==> config.mk <==
export PLATFORM = sky130hd
export DESIGN_NAME = engine_round_scheduler
export DESIGN_NICKNAME = d
export VERILOG_FILES = /design/src/rtl/engine_round_scheduler.sv
export SDC_FILE = /design/constraint.sdc
export NUM_CORES = 1
export LEC_CHECK = 0
export ABC_AREA = 1
export CAP_MARGIN = 10
export CORE_AREA = 2 2 144 146
export DETAILED_ROUTE_END_ITERATION = 8
export DIE_AREA = 0 0 146 148
export PLACE_DENSITY = 0.64
export REMOVE_ABC_BUFFERS = 1
export SLEW_MARGIN = 5
export SYNTH_ARGS = -nofsm -noshare
export SYNTH_HDL_FRONTEND = slang
export SYNTH_SLANG_ARGS = --single-unit
==> constraint.sdc <==
create_clock -name clk -period 4.6 [get_ports clk]
set_clock_uncertainty 0.05 [all_clocks]
set_input_delay 0.92 -clock clk [delete_from_list [all_inputs] [get_ports clk]]
set_output_delay 0.92 -clock clk [all_outputs]
set_load 0.01 [all_outputs]
Figure 1. Track usage over the die (run 1).
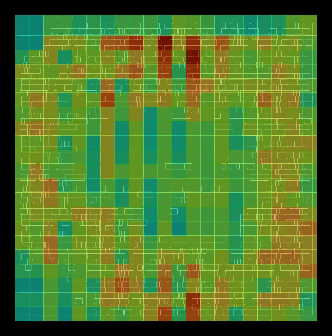
average wire length per cell after detail routing: 13.7 µm
met3 usage: 0.0574
overall routing resource usage: 0.158

Figure 2. Where the registers sit (run 1).
Drawn at 3 px/µm. Other sequential cells in the stronger gray, the rest of the logic in the fainter gray.
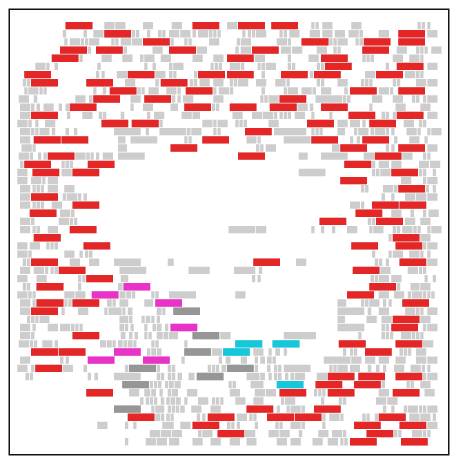
- cnt: magenta (sequential cells 7)
- round_sel: cyan (sequential cells 4; where bottom center)
- key_q: red (sequential cells 128; where all over the die)
- not colored: 8
sequential power: 2.20 mW
register area: 0.00368 mm²
core occupancy in the finished layout: 0.469

Figure 3. Selected gate families (run 1).
Drawn at 2 px/µm.
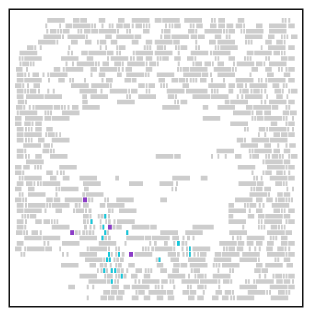
- NOR gates: cyan (cells 19)
- AND and OR gates: purple (cells 4)
final non-filler cell total: 1,230
Comb area share: 0.202
most frequent standard cell in the layout excluding fill and tap cells: sky130_fd_sc_hd__nand2_1

==> notes.md, run 1 <==
In this run the critical path is formed by clkdlybuf4s50_1, inv_1, nand2_1, nor2_1, clkdlybuf4s50_1. With the net count reported at finish at 1,083, the internal power consumption is 4.08 mW. The cell count of the worst hold path was 2; the number of global-route vias before repair was 5,122. The power share of the clock group was 0.219. The well-tap cell count was 270. The floorplan has 52 rows.

The iteration-0 DRC count of the detailed router is 261. The die is 148 µm tall. The first global-routing pass estimated 27,100 µm of wire. Summed over all layers, the routed wires come to 16,900 µm. The relative slew slack is 0.311. The dominant register cell was sky130_fd_sc_hd__dfrtp_1. After floorplanning, the core was sized to cover 0.0200 mm². Setup repair after global routing left no endpoint under its margin.

Per the OpenROAD timing report, the critical path contains 5 cells. Fraction of final layout cells sized beyond drive strength 1: 0.0469. Sorting the synthesized cells by how often they occur yields sky130_fd_sc_hd__nand2_1 (421), sky130_fd_sc_hd__dfrtp_1 (147), sky130_fd_sc_hd__inv_1 (18), sky130_fd_sc_hd__nor2_1 (18), sky130_fd_sc_hd__nand3_1 (14).

The chip occupies 0.0216 mm². Dividing the detail-routed via count by the number of cells gives 4.21. The switching share of power came out at 0.349.

The tools report the total number of sequential cells as 147. The flow ran to the end, and the final reports show no timing, DRC or antenna violations. The part of the total power dissipated in combinational logic came out at 0.430. The number of buffers and inverters on the critical path is 3. Data arrives at the worst endpoint at 2.31 ns. Type of the worst min-delay path: register to register.

The tools report the startpoint type of the worst setup path as a primary input. Static timing analysis puts the maximum clock frequency at 0.305 GHz. With the setup slack of the most critical reg-to-reg path at 2.21 ns, the via count is 5,183. The final antenna-violating net count came out at 0.

The master cell of the clock root buffer was sky130_fd_sc_hd__clkbuf_16. The logs give 1,943 for the number of filler instances in the final layout and 21 for the number of distinct library cells after synthesis. The number of hold violations in the final report is 0, and the count of TritonRoute iterations in the first routing pass is 5.

The post-synthesis sequential element count works out to 147. After synthesis, the cell types taking the most area are sky130_fd_sc_hd__dfrtp_1 (63%), sky130_fd_sc_hd__nand2_1 (27%), sky130_fd_sc_hd__buf_6 (2.3%). The cell with the most instances after synthesis is sky130_fd_sc_hd__nand2_1. Counting the buffers created by CTS gives 17.

The wire-length estimate of the detail-placed layout is 11,600 µm. The run gives 128 for the number of flip-flops under the largest register name. Post-route clock period utilization: 0.714. In the routed design, unresolved DRC markers number 0. The die is 146 µm wide. The run gives 0.781 as the routability-driven placement congestion ratio.

The average instance in the mapped netlist occupies 8.69 µm². The run gives 0.294 for the starting density of the core. With the fraction of post-synthesis cell area in the top cell type by area at 0.625, the worst-path maximum fanout is 4. Non-clock buffer share of cell area: 0.300. The run gives 0.00588 mm² for the chip area from the yosys synthesis statistics. The synthesized design spends more area on one cell type than any other, namely sky130_fd_sc_hd__dfrtp_1.

The final max-slew violation count recorded for this run is 0. The last timing report of the flow puts the setup violation total at 0. The largest single stage delay on the critical path is 0.55 ns.

The slew of the pin with the lowest slew margin came out at 1.03 ns. Synthesis produced 677 cells. The critical path class was primary input to output port. Multi-input combinational cells in the finished layout were counted as 480. TritonCTS built the clock tree. The analysis attributes to net switching a power of 2.19 mW.

Number of warnings printed during yosys synthesis: 0.
-- run 1: cells in the final DEF, fill, tap and decap left out, types with 2 or more instances in the layout --
cell type and n:
sky130_fd_sc_hd__nand2_1 421, sky130_fd_sc_hd__clkdlybuf4s50_1 275, sky130_fd_sc_hd__dfrtp_1 147, sky130_fd_sc_hd__nor2_1 18, sky130_fd_sc_hd__inv_1 17, sky130_fd_sc_hd__clkbuf_16 17
sky130_fd_sc_hd__nand3_1 14, sky130_fd_sc_hd__inv_6 7, sky130_fd_sc_hd__o21ai_1 5, sky130_fd_sc_hd__a21oi_1 5, sky130_fd_sc_hd__clkinvlp_4 4, sky130_fd_sc_hd__or2_2 3
sky130_fd_sc_hd__ha_1 3, sky130_fd_sc_hd__buf_4 3, sky130_fd_sc_hd__inv_2 2, sky130_fd_sc_hd__o21ai_0 2, sky130_fd_sc_hd__nand4_1 2, sky130_fd_sc_hd__bufinv_16 2
sky130_fd_sc_hd__buf_12 2
-- run 1: power groups by stage --
stage               sequential (mW)  combinational (mW)  clock, mW
finish                         2.20                2.69       1.37
global route                   2.29                2.96       1.48
CTS                            2.21                2.74       1.43
detailed placement             2.22                2.73          0
global placement               2.21                2.70          0
floorplan                      2.48               0.857          0
-- run 1: per-layer routing --
metal  wire (µm)  GRT usage  up-vias
met5           0          0        -
li1            -          -     2589
met3        1450     0.0574       25
met2        7730      0.247      215
met1        7360      0.203     2354
met4         365     0.0597        0
-- run 1: per-stage QoR --
step	cell area (µm²)	total power, mW	util	cells	worst slack, ns
2_1_floorplan	5650	3.33	-	648	-0.321
6_report	9400	6.27	0.469	1230	1.32
4_1_cts	9390	6.37	0.469	1229	1.31
3_5_place_dp	8820	4.95	0.440	1198	1.31
3_3_place_gp	8820	4.90	0.440	1198	1.31
5_1_grt	9390	6.73	0.469	1229	1.22
==> run 2, diff against run 1 <==
==> constraint.sdc (replaced) <==
create_clock -name clk -period 2.9 [get_ports clk]
set_clock_uncertainty 0.05 [all_clocks]
set_input_delay 0.58 -clock clk [delete_from_list [all_inputs] [get_ports clk]]
set_output_delay 0.58 -clock clk [all_outputs]
set_load 0.01 [all_outputs]
Figure 4. Zoomed window (run 2).
Window x 97 to 122, y 98 to 123 µm. Cells in gray, sequential cells in the stronger gray; small squares are vias.
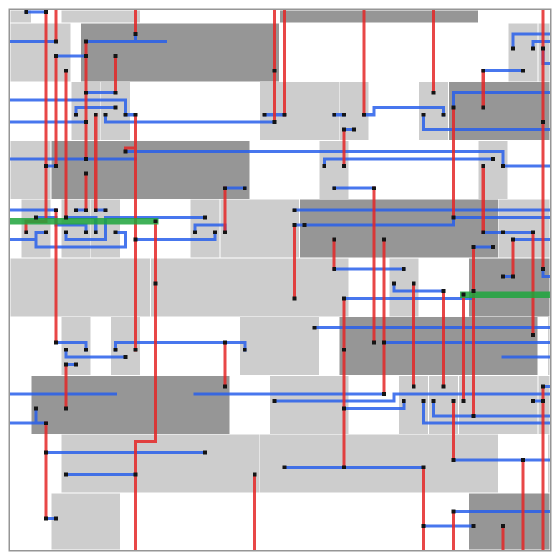
- met2: red
- met1: blue
- met3: green
- most frequent: nand2_1 (16), clkdlybuf4s50_1 (7), dfrtp_1 (6)
- cells with their middle in the window: 34
- sequential cells in the window: 6

==> run 2 against run 1 <==
  * Die size unchanged
  * Highest routed layer unchanged
  * Critical path type unchanged
  * Largest cell class unchanged
  * First-iteration DRC count fell by 28%
  * Global-route usage down 0.10 points
  * Via count increased by 0.37%
  * Area after synthesis is the same
  * Total power rose by 61%
==> notes.md, run 2 <==
TritonCTS built the clock tree. The run gives 17 (unchanged) for the number of buffers inserted during clock tree synthesis. The logs give 0.227 (was 0.219) for the power share of the clock group and 6.62 mW (was 4.08 mW) for the internal power consumption.

The startpoint type of the worst setup path was a primary input (unchanged). In this build the clock could be raised as far as 0.383 GHz. The cell with the most instances after synthesis was sky130_fd_sc_hd__nand2_1 (unchanged). Biggest area consumer among synthesized cells: sky130_fd_sc_hd__dfrtp_1 (unchanged).

The tools report the total wire length after detailed routing as 16,900 µm (about the same). The netlist area before placement was 0.00588 mm² (unchanged). The run gives 0.570 ns (was 1.03 ns) for the slew of the pin with the lowest slew margin. The most common library cell in the layout ignoring fill and taps is sky130_fd_sc_hd__nand2_1 (unchanged). The overall die height works out to 148 µm (unchanged). Area contributors post-synth: sky130_fd_sc_hd__dfrtp_1 (63%), sky130_fd_sc_hd__nand2_1 (27%), sky130_fd_sc_hd__buf_6 (2.3%) (unchanged). The max-slew violation count was 0 (unchanged); the overall chip area was 0.0216 mm² (unchanged).

The number of warnings printed during yosys synthesis is 0 (unchanged). The type of the worst min-delay path is register to register (unchanged). With the number of DRC violations after detailed routing at 0 (unchanged), the clock-pin slew on the worst setup and hold paths is 0.06 ns (about the same). Area fraction in mux cells: 0 (unchanged).

The switching share of power works out to 0.344 (was 0.349). Number of flip-flops under the largest register name: 128 (unchanged). For the global-route wire length before repair, the log shows 27,200 µm (was 27,100 µm).

The master cell of the clock root buffer is sky130_fd_sc_hd__clkbuf_16 (unchanged). The run gives 0 (unchanged) as the max-capacitance violation count. The iteration-0 DRC count of the detailed router came out at 187 (was 261).

For the total routing usage reported by global routing, the log shows 0.157 (was 0.158). Most heavily used metal layer in global routing: met2 (unchanged). The cell count of the worst hold path is 2 (unchanged). The tools report the cell row count as 52 (unchanged). The count of TritonRoute iterations in the first routing pass was 4 (was 5); the post-route clock period utilization was 0.901.

Final antenna-violating net count: 0 (unchanged). The dominant register cell is sky130_fd_sc_hd__dfrtp_1 (unchanged). The met2 layer usage reported by global route is 0.247 (unchanged). The critical path class is primary input to output port (unchanged). Post-synthesis sequential element count: 147 (unchanged). The number of hold violations in the final report was 0 (unchanged); the post-route worst setup slack was 0.287 ns (was 1.32 ns). For the total half-perimeter wirelength after legalization and detailed placement, the log shows 11,700 µm (was 11,600 µm). The starting density of the core is 0.294 (unchanged), and the horizontal extent of the die is 146 µm (unchanged). The tools report the via count as 5,202 (was 5,183). Setup repair after global routing left no endpoint under its margin. The run gives 1.02 ns (was 2.21 ns) for the setup slack of the most critical reg-to-reg path. The area fraction in xor and xnor cells is 0.00149 (unchanged). The area inside the core boundary came out at 0.0200 mm² (unchanged).

With the final instance area at 0.00951 mm² (was 0.00940 mm²), the area after detailed placement is 0.00889 mm² (was 0.00882 mm²). The met1 track demand over resource was 0.207 (was 0.203); the worst-path maximum fanout was 4 (unchanged). The run gives 13.6 µm (was 13.7 µm) for the average wire length per cell after detail routing. The clock period could shrink to 2.61 ns. The run gives 4.21 (about the same) for the routed via count divided by cell count. The run gives 0.766 (was 0.781) as the routability-driven placement congestion ratio. The fraction of post-synthesis cell area in the top cell type by area was 0.625 (unchanged). Most common library cells after synthesis: sky130_fd_sc_hd__nand2_1 (421), sky130_fd_sc_hd__dfrtp_1 (147), sky130_fd_sc_hd__inv_1 (18), sky130_fd_sc_hd__nor2_1 (18), sky130_fd_sc_hd__nand3_1 (14) (unchanged). The run gives 4.65 nW (was 4.59 nW) for the static leakage.

Commonest non-fill, non-tap cells in the layout: sky130_fd_sc_hd__nand2_1 (421), sky130_fd_sc_hd__clkdlybuf4s50_1 (275), sky130_fd_sc_hd__dfrtp_1 (147) (unchanged). The logs give 0.00588 mm² (unchanged) for the chip area from the yosys synthesis statistics and 21 (unchanged) for the number of distinct library cells after synthesis. The logs give 129 (was 97) for the maximum number of pins on one net before global-route repair and 1 (unchanged) for the initial antenna violation count.

The worst path arrival time is 1.98 ns (was 2.31 ns). The net count reported at finish was 1,088 (was 1,083). With the post-placement setup slack at 0.276 ns (was 1.31 ns), the met3 routing resource usage after global routing is 0.0488 (was 0.0574). The part of the total power dissipated in combinational logic was 0.425 (was 0.430).

The number of global-route vias before repair was 5,184 (was 5,122). The share of synthesized cell area in full adder, half adder and majority cells was 0.00638 (unchanged). The overall power after layout was 10.1 mW (was 6.27 mW); the fraction of final layout cells sized beyond drive strength 1 was 0.0528 (was 0.0469). The cell count after synthesis was 677 (unchanged). Mean instance size in the synthesized netlist: 8.69 µm² (unchanged). The switching component of the power is 3.47 mW (was 2.19 mW), and the setup-violating endpoint count in the final report is 0 (unchanged). The flow ran to the end, and the final reports show no timing, DRC or antenna violations. The relative slew slack is 0.620 (was 0.311).
Figure 5. Selected gate families (run 2).
Drawn at 2 px/µm.
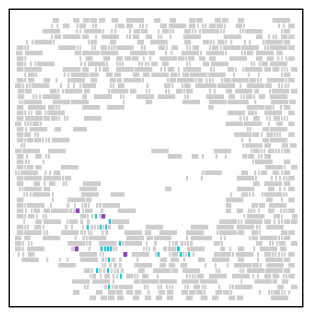
- NOR gates: cyan (cells 19)
- AND and OR gates: purple (cells 4; where lower left)
final non-filler cell total: 1,236
Comb area share: 0.200

==> run 2: per-stage QoR <==
step,util,instances
6_report,0.475,1236
5_1_grt,0.475,1235
4_1_cts,0.475,1235
3_5_place_dp,0.444,1203
3_3_place_gp,0.444,1203
2_1_floorplan,-,648
==> run 2: cells by family after synthesis <==
kind of cell / after synthesis
and+or+nand+nor: 462
DFF: 147
buffers and inverters: 50
AOI/OAI and AO/OA: 14
adders and majority gates: 3
xor gates and xnor gates: 1
==> run 2: cell type report <==
cell class,instances,area (µm²)
Inverter,21,86.3
Clock inverter,13,174
Antenna cell,1,2.50
Tap cell,270,338
Sequential cell,147,3680
Fill cell,1972,10500
Clock buffer,19,443
Multi-Input combinational cell,480,1900
Timing Repair Buffer,285,2890
==> run 2: metal layers <==
metal	share of wire	routed length [µm]
met5	0	0
met4	0.019	314
met3	0.074	1250
met2	0.46	7690
met1	0.45	7600
==> run 2: worst max-delay path, stage by stage <==
cell,delay [ns]
sky130_fd_sc_hd__clkdlybuf4s50_1,0.48
sky130_fd_sc_hd__inv_1,0.15
sky130_fd_sc_hd__nand2_1,0.09
sky130_fd_sc_hd__nor2_1,0.13
sky130_fd_sc_hd__clkdlybuf4s50_1,0.55
==> run 2: power groups by stage <==
stage	Clock (mW)	Sequential [mW]	Combinational, mW
2_1_floorplan	0	3.93	1.36
3_3_place_gp	0	3.50	4.30
3_5_place_dp	0	3.51	4.35
4_1_cts	2.37	3.51	4.36
5_1_grt	2.44	3.63	4.71
6_report	2.29	3.50	4.29
Power is estimated from default activity; no workload was simulated.
